### src/rtl/param_fifo.sv
// First-word-fall-through FIFO: read_data/status come straight from registered pointers, zero read latency.
// Writes into a full FIFO are accepted only alongside a read; rejected requests raise sticky error flags.
module param_fifo #(
   parameter int WIDTH              = 32,
   parameter int DEPTH              = 16,
   parameter int ALMOST_FULL_THRESH = DEPTH - 1
) (
   input  logic                       clk,
   input  logic                       rst,
   input  logic                       flush,
   input  logic                       write_en,
   input  logic [WIDTH-1:0]           write_data,
   input  logic                       read_en,
   output logic [WIDTH-1:0]           read_data,
   output logic                       queue_full,
   output logic                       queue_empty,
   output logic                       almost_full,
   output logic [$clog2(DEPTH):0]     count,
   output logic                       overflow_err,
   output logic                       underflow_err
);

   localparam int AW = $clog2(DEPTH);
   localparam int PW = AW + 1;
   localparam logic [PW-1:0] AF_THRESH = PW'(ALMOST_FULL_THRESH);
   localparam logic [PW-1:0] PTR_ONE   = PW'(1);

   logic [WIDTH-1:0] mem [DEPTH];
   logic [PW-1:0]    head;
   logic [PW-1:0]    tail;
   logic             wr_acc;
   logic             rd_acc;

   // Pointer MSB is the wrap bit: equal index with differing wrap bits means full.
   assign count       = tail - head;
   assign queue_empty = (head == tail);
   assign queue_full  = (head[AW-1:0] == tail[AW-1:0]) && (head[AW] != tail[AW]);
   assign almost_full = (count >= AF_THRESH);
   assign read_data   = queue_empty ? '0 : mem[head[AW-1:0]];

   assign wr_acc = write_en && (!queue_full || read_en);
   assign rd_acc = read_en && !queue_empty;

   always_ff @(posedge clk) begin
      if (rst) begin
         head          <= '0;
         tail          <= '0;
         overflow_err  <= 1'b0;
         underflow_err <= 1'b0;
      end else begin
         if (flush) begin
            head <= '0;
            tail <= '0;
         end else begin
            if (wr_acc) tail <= tail + PTR_ONE;
            if (rd_acc) head <= head + PTR_ONE;
            if (write_en && queue_full && !read_en) overflow_err <= 1'b1;
            if (read_en && queue_empty)             underflow_err <= 1'b1;
         end
      end
   end

   // Storage carries no reset; stale entries are unreachable once the pointers clear.
   always_ff @(posedge clk) begin
      if (!rst && !flush && wr_acc) mem[tail[AW-1:0]] <= write_data;
   end

endmodule

### config.mk
export PLATFORM = sky130hd
export DESIGN_NAME = param_fifo
export DESIGN_NICKNAME = d
export VERILOG_FILES = /design/src/rtl/param_fifo.sv
export SDC_FILE = /design/constraint.sdc
export NUM_CORES = 1
export LEC_CHECK = 0
export ABC_CLOCK_PERIOD_IN_PS = 5640
export CORE_MARGIN = 2
export CORE_UTILIZATION = 50
export DETAILED_ROUTE_END_ITERATION = 16
export PLACE_DENSITY = 0.67
export SLEW_MARGIN = 20
export SYNTH_ARGS = -nofsm -noshare
export SYNTH_HDL_FRONTEND = slang
export SYNTH_SLANG_ARGS = --single-unit
### constraint.sdc
create_clock -name clk -period 5.64 [get_ports clk]
set_clock_uncertainty 0.15 [all_clocks]
set_input_delay 0.846 -clock clk [delete_from_list [all_inputs] [get_ports clk]]
set_output_delay 0.846 -clock clk [all_outputs]
set_load 0.02 [all_outputs]
**M4 wires**

Cells faint in the background.
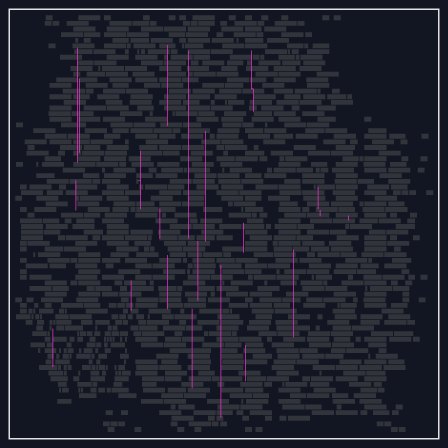
share of all routed wire: 1.6%
main direction: vertical
nets with wire on the layer: 11
wire length on this layer: 647 um
longest straight run: 90.4 um
routed vias: 9366
wirelength, routed: 40.7 mm

**Wiring heat map**

The die is cut into 21 by 21 equal tiles; dark blue is low, red is high, scaled to the fullest tile. Values are wire area over tile area, all layers added.
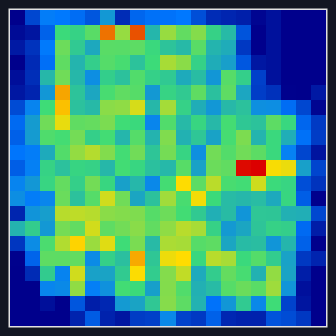
emptiest ninth of the die: top right
fullest tile: 0.40
nearly empty tiles: 9.1%
mean over tiles: 0.15
tiles over half the peak: 32%
overall global routing resource usage: 19.9%
Wirelength per Cell: 25.7 um

**Clock distribution**

The bar under the picture is 50 um long.
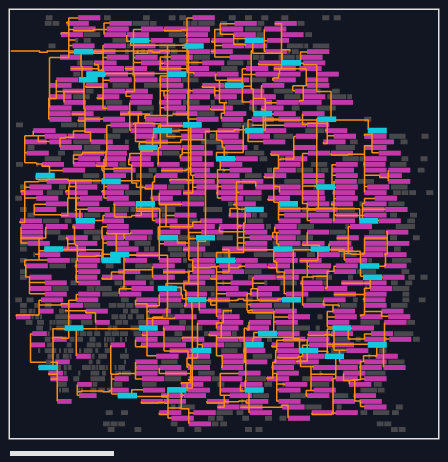
[cells driving clock nets] cyan | count: 51
[clock wires] orange | length: 5480 um
[flip-flops] magenta | count: 528
flops lie: spread over the die
routed clock nets: 52
Clk power: 3080 uW
relative contribution of the clock network to total power: 40.4%
worst-skew pair later-pin latency: 560 ps

**Clock wiring as the flow saved it**

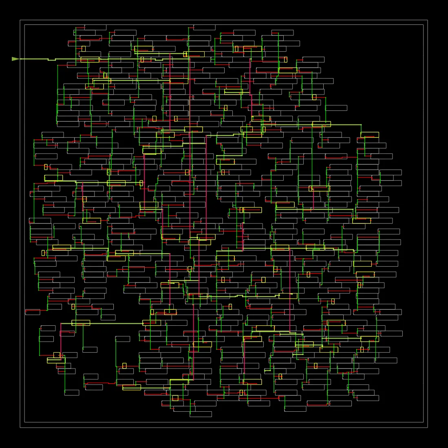
tally of clock buffers in the finished layout: 64
sequential cells: 528
Sink Count: 528

**Placement by cell class**

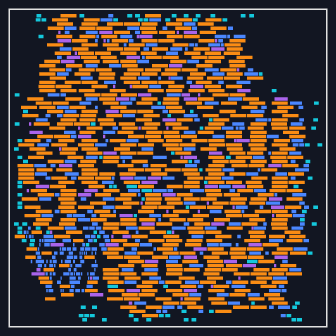
| class | colour | cells | share of their area |
|---|---|---|---|
| all other logic | blue | 324 | 20% |
| flip-flops | orange | 528 | 69% |
| other buffers and delay cells | cyan | 104 | 4.5% |
| clock drivers and dummy loads | purple | 91 | 6.5% |
floorplan row count: 74
final non-filler cell area: 0.0236 sq mm
core area: 0.0406 sq mm
Final Util: 58.0%
sequential share of cell area: 66.7%

==> run summary <==
Results of the flow run.

The flow ran to the end, and the final reports show no timing, DRC or antenna violations. The per-instance average area after synthesis stands at 22.8 sq um. The total setup violations reported at the end of the flow stands at 0. The die is 206 um wide. The initial cell density of the core stands at 50.4%. STA lists the startpoint of the worst hold path as overflow_err. Ranked by total area, the top cell class in this layout is flip-flops and latches. In the finished design, the share of the clock period the worst path needs comes to 87.0%. Across the whole layout, storage elements account for 0.0157 sq mm. The tally of buffers added on design ports stands at 78.

The maximum level of the CTS H-tree stands at 2. The number of cells upsized or downsized after cts stands at 0. Per the OpenROAD power report, switching power amounts to 1510 uW.

The number of multi-input combinational cells in the layout stands at 316. The post-synthesis instance total stands at 897. The power report lists the sequential group at 4320 uW.

The met1 demand-to-capacity share in global routing stands at 27.9%. The report gives the cell count of the worst hold path as 2. The worst hold path terminates at overflow_err. The most critical setup path has its endpoint at read_data[26]. The buffers inserted during post-CTS setup optimization stands at 0. The combinational cell area excluding buffers and inverters stands at 0.00463 sq mm.

The depth of the worst register-to-register path stands at 7. Detailed routing placed a total of 1.96 mm of wire on met3. The flow reports power dissipated in combinational cells as 225 uW.

The part of the total power dissipated in combinational logic stands at 2.9%. The global router reports that the layer with the highest usage is met2. The met2 track utilization from global routing stands at 33.0%. The max-capacitance violation count stands at 0. Of all flip-flops after synthesis, the portion carrying an async set or reset was 0%. The most used flip-flop cell after synthesis is edfxtp_1.

The fraction of final cell area spent on non-clock buffers in this run is 4.36%.
cells in the final DEF (no fill, tap or decap), types with 3 or more instances in the layout:
master	synthesis	layout
xnor2_1	4	4
o21ai_0	3	3
dfxtp_4	0	3
mux2_2	32	32
inv_1	8	8
a221o_1	32	32
clkinv_2	0	10
nand2_1	5	5
mux4_2	104	104
clkbuf_1	20	13
clkinv_1	0	12
mux4_1	24	24
ha_1	9	9
buf_12	0	4
nor2_1	28	15
nor3_2	0	4
xor2_1	6	6
clkbuf_16	0	51
and2b_1	6	6
nor2_4	0	13
or3_1	3	3
clkdlybuf4s50_1	0	78
nor2b_1	28	28
edfxtp_1	512	512
dfxtp_1	16	13
buf_4	1	22
flip-flops by register name, summed over array words and instances (netlist names), named ones only:
register	count
underflow_err	1
head	5
overflow_err	1
tail	5
mem	512
Power is estimated from default activity; no workload was simulated.
